<file path="src/rtl/read_data_ms.sv">
// Read-data capture stage: registers read data/response on each valid&ready handshake.
// Latency: 1 cycle from the sampling edge to o_RDATA/o_RRESP.
// Backpressure: none generated; RREADY comes from the sink and is only observed here.
//
// Ports:
//   ACLK              clock, all state changes on rising edge
//   ARESETn           asynchronous reset, ACTIVE-HIGH (1 = reset) despite its name
//   RVALID / RREADY   read channel handshake
//   i_RDATA, i_RRESP  incoming read data / response
//   o_RDATA, o_RRESP  captured read data / response, held between handshakes
//
// Optional: define READ_DATA_MS_PROTOCOL_CHECK_EN to compile simulation-only
// checks that flag RVALID dropping, or payload changing, while stalled in WAIT.
module read_data_ms #(
  parameter int DATA_W = 32,
  parameter int RESP_W = 2
) (
  input  logic              ACLK,
  input  logic              ARESETn,
  input  logic              RVALID,
  input  logic              RREADY,
  input  logic [DATA_W-1:0] i_RDATA,
  output logic [DATA_W-1:0] o_RDATA,
  input  logic [RESP_W-1:0] i_RRESP,
  output logic [RESP_W-1:0] o_RRESP
);

  typedef enum logic [1:0] {
    IDLE = 2'd0,
    WAIT = 2'd1,
    DONE = 2'd2
  } state_t;

  state_t state;
  state_t state_nxt;
  logic   capture;

  // Every state reacts to the handshake the same way: a valid&ready edge
  // always captures and lands in DONE, so back-to-back beats cost one cycle each.
  always_comb begin
    state_nxt = state;
    capture   = 1'b0;
    case (state)
      IDLE: begin
        if (RVALID && RREADY) begin
          state_nxt = DONE;
          capture   = 1'b1;
        end else if (RVALID) begin
          state_nxt = WAIT;
        end
      end
      WAIT: begin
        if (!RVALID) begin
          // Source withdrew its beat before the sink took it; drop it quietly.
          state_nxt = IDLE;
        end else if (RREADY) begin
          state_nxt = DONE;
          capture   = 1'b1;
        end
      end
      DONE: begin
        if (!RVALID) begin
          state_nxt = IDLE;
        end else if (RREADY) begin
          state_nxt = DONE;
          capture   = 1'b1;
        end else begin
          state_nxt = WAIT;
        end
      end
      default: begin
        state_nxt = IDLE;
      end
    endcase
  end

  always_ff @(posedge ACLK or posedge ARESETn) begin
    if (ARESETn) begin
      state <= IDLE;
    end else begin
      state <= state_nxt;
    end
  end

  // Reset has priority, so a beat coinciding with reset is discarded.
  always_ff @(posedge ACLK or posedge ARESETn) begin
    if (ARESETn) begin
      o_RDATA <= '0;
      o_RRESP <= '0;
    end else if (capture) begin
      o_RDATA <= i_RDATA;
      o_RRESP <= i_RRESP;
    end
  end

`ifdef READ_DATA_MS_PROTOCOL_CHECK_EN
  // Payload seen on the previous edge; while in WAIT the source must keep
  // RVALID high and the payload stable until the sink accepts it.
  logic [DATA_W-1:0] prev_rdata;
  logic [RESP_W-1:0] prev_rresp;

  always_ff @(posedge ACLK) begin
    prev_rdata <= i_RDATA;
    prev_rresp <= i_RRESP;
  end

  always @(posedge ACLK) begin
    if (!ARESETn && state == WAIT) begin
      if (!RVALID) begin
        $error("read_data_ms: RVALID dropped before handshake");
      end else if (i_RDATA !== prev_rdata || i_RRESP !== prev_rresp) begin
        $error("read_data_ms: read payload changed while waiting for RREADY");
      end
    end
  end
`endif

endmodule

</file>
<file path="config.mk">
export PLATFORM = sky130hd
export DESIGN_NAME = read_data_ms
export DESIGN_NICKNAME = d
export VERILOG_FILES = /design/src/rtl/read_data_ms.sv
export SDC_FILE = /design/constraint.sdc
export NUM_CORES = 1
export LEC_CHECK = 0
export CAP_MARGIN = 10
export CORE_MARGIN = 5
export CORE_UTILIZATION = 30
export DETAILED_ROUTE_END_ITERATION = 10
export PLACE_DENSITY = 0.65
export SETUP_SLACK_MARGIN = 0.5
export SLEW_MARGIN = 20
export SYNTH_ARGS = -nofsm -noshare
export SYNTH_HDL_FRONTEND = slang
export SYNTH_SLANG_ARGS = --single-unit
</file>
<file path="constraint.sdc">
create_clock -name ACLK -period 2.27 [get_ports ACLK]
set_input_delay 0.681 -clock ACLK [delete_from_list [all_inputs] [get_ports ACLK]]
set_output_delay 0.681 -clock ACLK [all_outputs]
set_load 0.02 [all_outputs]
</file>
Fig. 1: track usage over the die
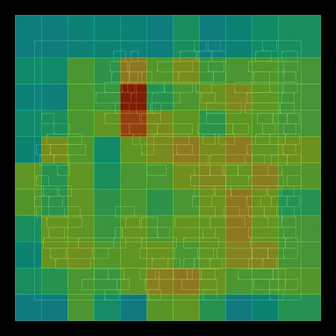
global-route track usage on met2: 18.7%
fin util: 49.1%
gr busiest metal: met2

Fig. 2: the metal 3 layer
Bar = 20 microns.
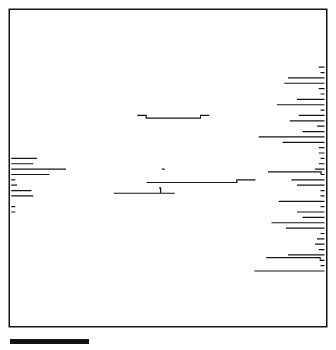
main direction	horizontal
nets with wire on the layer	50
wire length on this layer	333 microns
GR Layer Usage met3: 4.71%
Via Count: 1,015
final WL: 3.43 mm

Fig. 3: register map, names as in the netlist
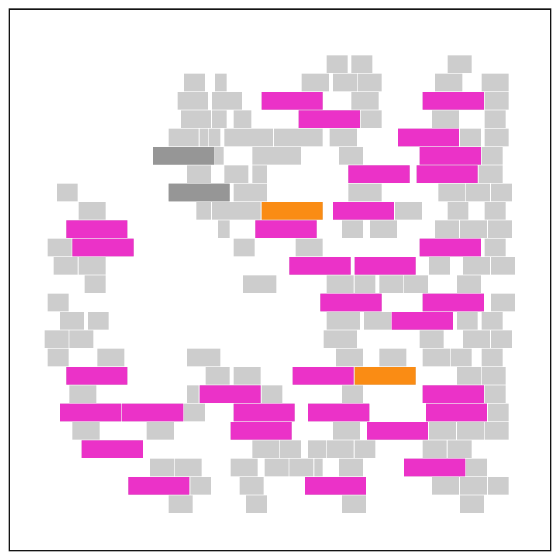
color	netlist name	flops
orange	o_RRESP	2
magenta	o_RDATA	32
not colored	2
FF+latch area: 901 sq um
sequential power: 1.11 mW
sequential share of cell area: 38.6%

==> flow_metrics.py <==
# Physical implementation metrics
metrics = {
    "status": {
        "status": "finished, final reports clean",
    },
    "floorplan": {
        "fp.dieW_microns": 80.1,
        "ioPinCount": 72,
        "die-area_sq_um": 6420,
        "core_sq_um": 4750,
        "initCoreUtil_pct": 31.0,
        "fp-row-count": 25,
        "die_h_microns": 80.1,
    },
    "final_layout": {
        "fin_nets": 210,
        "drive_gt1_share_pct": 8.28,
        "syn2layout_area_growth_pct": 58.2,
        "comb_area_sq_um": 529,
        "design_area_sq_um": 2330,
        "mostFrequentLayoutCells": "36 x dlygate4sd2_1, 36 x dfrtp_1, 35 x clkdlybuf4s50_1, 34 x mux2_1, 6 x clkbuf_8",
        "final_cells": 237,
        "nFillCells": 431,
    },
    "placed_design": {
        "post-place-ws_ns": 0.0720,
        "dpl_cell_area_sq_um": 2280,
        "finalWeightedCongestion": 0.695,
        "dpl.cell_count": 228,
        "io_buffers": 71,
    },
    "grt": {
        "grt_usage_pct": 11.4,
        "antenna_found_initial": 0,
        "grt_pass1_vias": 1128,
        "grt_util_met1_pct": 13.5,
        "grt_first_pass_wirelength_mm": 5.51,
        "grt_max_degree": 37,
        "overflow": 0,
    },
    "sta": {
        "fin_crit_ns": 1.67,
        "tns_ns": 0,
        "hold_viol": 0,
        "rsz0062_at_grt": "no",
        "worst_slew_pin_slew_ns": 0.445,
        "fmax_mhz": 599,
        "holdWs_ns": 0.478,
        "setup_violations": 0,
        "fin_skew_ns": 0.00374,
        "slew_violations": 0,
        "period_used_pct": 73.6,
        "slew_headroom_pct": 70.3,
        "fin_ws_ns": 0.600,
    },
    "clock_network": {
        "cts_tree": "built",
        "cts_max_level": 2,
        "post_cts_buffers": 0,
        "cts-resized-gates": 36,
        "cts_buffers": 5,
        "clkLatencyLatePin_ns": 0.28,
        "clk_pin_slew_ns": 0.07,
        "cts_sinks": 36,
        "root_buffer": "clkbuf_8",
        "cts_hold_buf": 0,
        "cts_buffer_depth": 2,
    },
    "yosys": {
        "avgSynthCellArea_sq_um": 16.4,
        "syn_area_sq_um": 1480,
        "synth_cell_types": 14,
        "yosys.stat.chipArea_sq_um": 1480,
        "ys_sh_xor_pct": 0,
        "numSynthFlops": 36,
        "synthMuxAreaShare_pct": 27.3,
        "ys_cells": 90,
        "ys_sh_adder_pct": 3.39,
        "netlist_logic_family_top": "multiplexers",
        "synthCells": 90,
        "yosysWarnings": 0,
        "synthAoiAreaFrac_pct": 0.763,
        "synth_seq_share_pct": 61.1,
        "simple_gate_area_share_pct": 4.41,
        "fp_nets": 132,
    },
    "power": {
        "power_density_nw_per_um2": 1300,
        "vdd_drop_max_mv": 0.448,
        "finalPower_mw": 3.03,
        "p_leak_nw": 1.05,
    },
    "job": {
        "cap_violations": 0,
        "warnings": 29,
    },
    "worst_setup_path": {
        "endpoint_kind": "output pin",
        "crit_type": "register to output pin",
        "crit_path_max_fanout": 2,
        "start_kind": "register",
        "slowest_stage": "dfrtp_1",
        "cpLargestDelayFamily": "flip-flops",
        "path_buffers": 1,
        "max_stage_delay_ns": 0.39,
        "crit_path_cell_trace": "dlygate4sd2_1",
        "crit_arrival_ns": 0.99,
        "worstPathRequired_ns": 1.59,
    },
    "routing": {
        "drc": 0,
        "via_per_inst": 4.28,
        "wl_per_cell_microns": 14.5,
        "antenna_left": 0,
        "drt_iter0_drc": 41,
        "firstDrtPassIters": 2,
    },
    "worst_hold_path": {
        "hold_class": "register to register",
    },
}
cell usage after synthesis:
cell type,instances,area share (%)
dfrtp_1,36,61
mux2_1,34,26
ha_1,4,3.4
buf_6,3,2.3
inv_1,3,0.76
mux2i_1,2,1.4
nand3b_4,1,1.4
nor2_2,1,0.42
nor2_8,1,1.4
nor2b_1,1,0.42
nor3_1,1,0.34
nor3b_1,1,0.51
o21ai_0,1,0.34
o22ai_1,1,0.42
flip-flops by register name, summed over array words and instances (netlist names):
| signal | count |
|---|---|
| o_RDATA | 32 |
| o_RRESP | 2 |
| state | 2 |
worst paths after layout:
kind | startpoint | cells past startpoint | endpoint | slack, ns
max in group asynchronous | ARESETn | 3 | o_RDATA[10] | 1.16
worst min-delay path | o_RDATA[9] | 1 | o_RDATA[9] | 0.48
min in group asynchronous | ARESETn | 3 | o_RDATA[28] | 0.80
worst max-delay path | o_RDATA[26] | 1 | o_RDATA[26] | 0.60
worst max register to register | state[1] | 6 | o_RDATA[30] | 0.63
worst min register to register | o_RDATA[9] | 1 | o_RDATA[9] | 0.48
where the power goes:
part	leakage (nW)	switching (mW)	internal [mW]	total (mW)
combinational	0.578	0.805	0.653	1.46
sequential	0.426	0.145	0.968	1.11
clock	0.0510	0.217	0.242	0.459
total	1.05	1.17	1.86	3.03
per-layer routing:
metal,up-vias,routed length [microns]
li1,473,-
met1,483,1420
met2,55,1640
met3,4,333
met4,0,36
met5,-,0
cell type report:
type                            instances  area share, %
Sequential cell                        36           38.6
Timing Repair Buffer                   74           30.6
Multi-Input combinational cell         48           22.7
Tap cell                               67           3.59
Clock buffer                            6           3.54
Inverter                                3          0.483
Clock inverter                          2          0.429
Antenna cell                            1          0.107
Power is estimated from default activity; no workload was simulated.
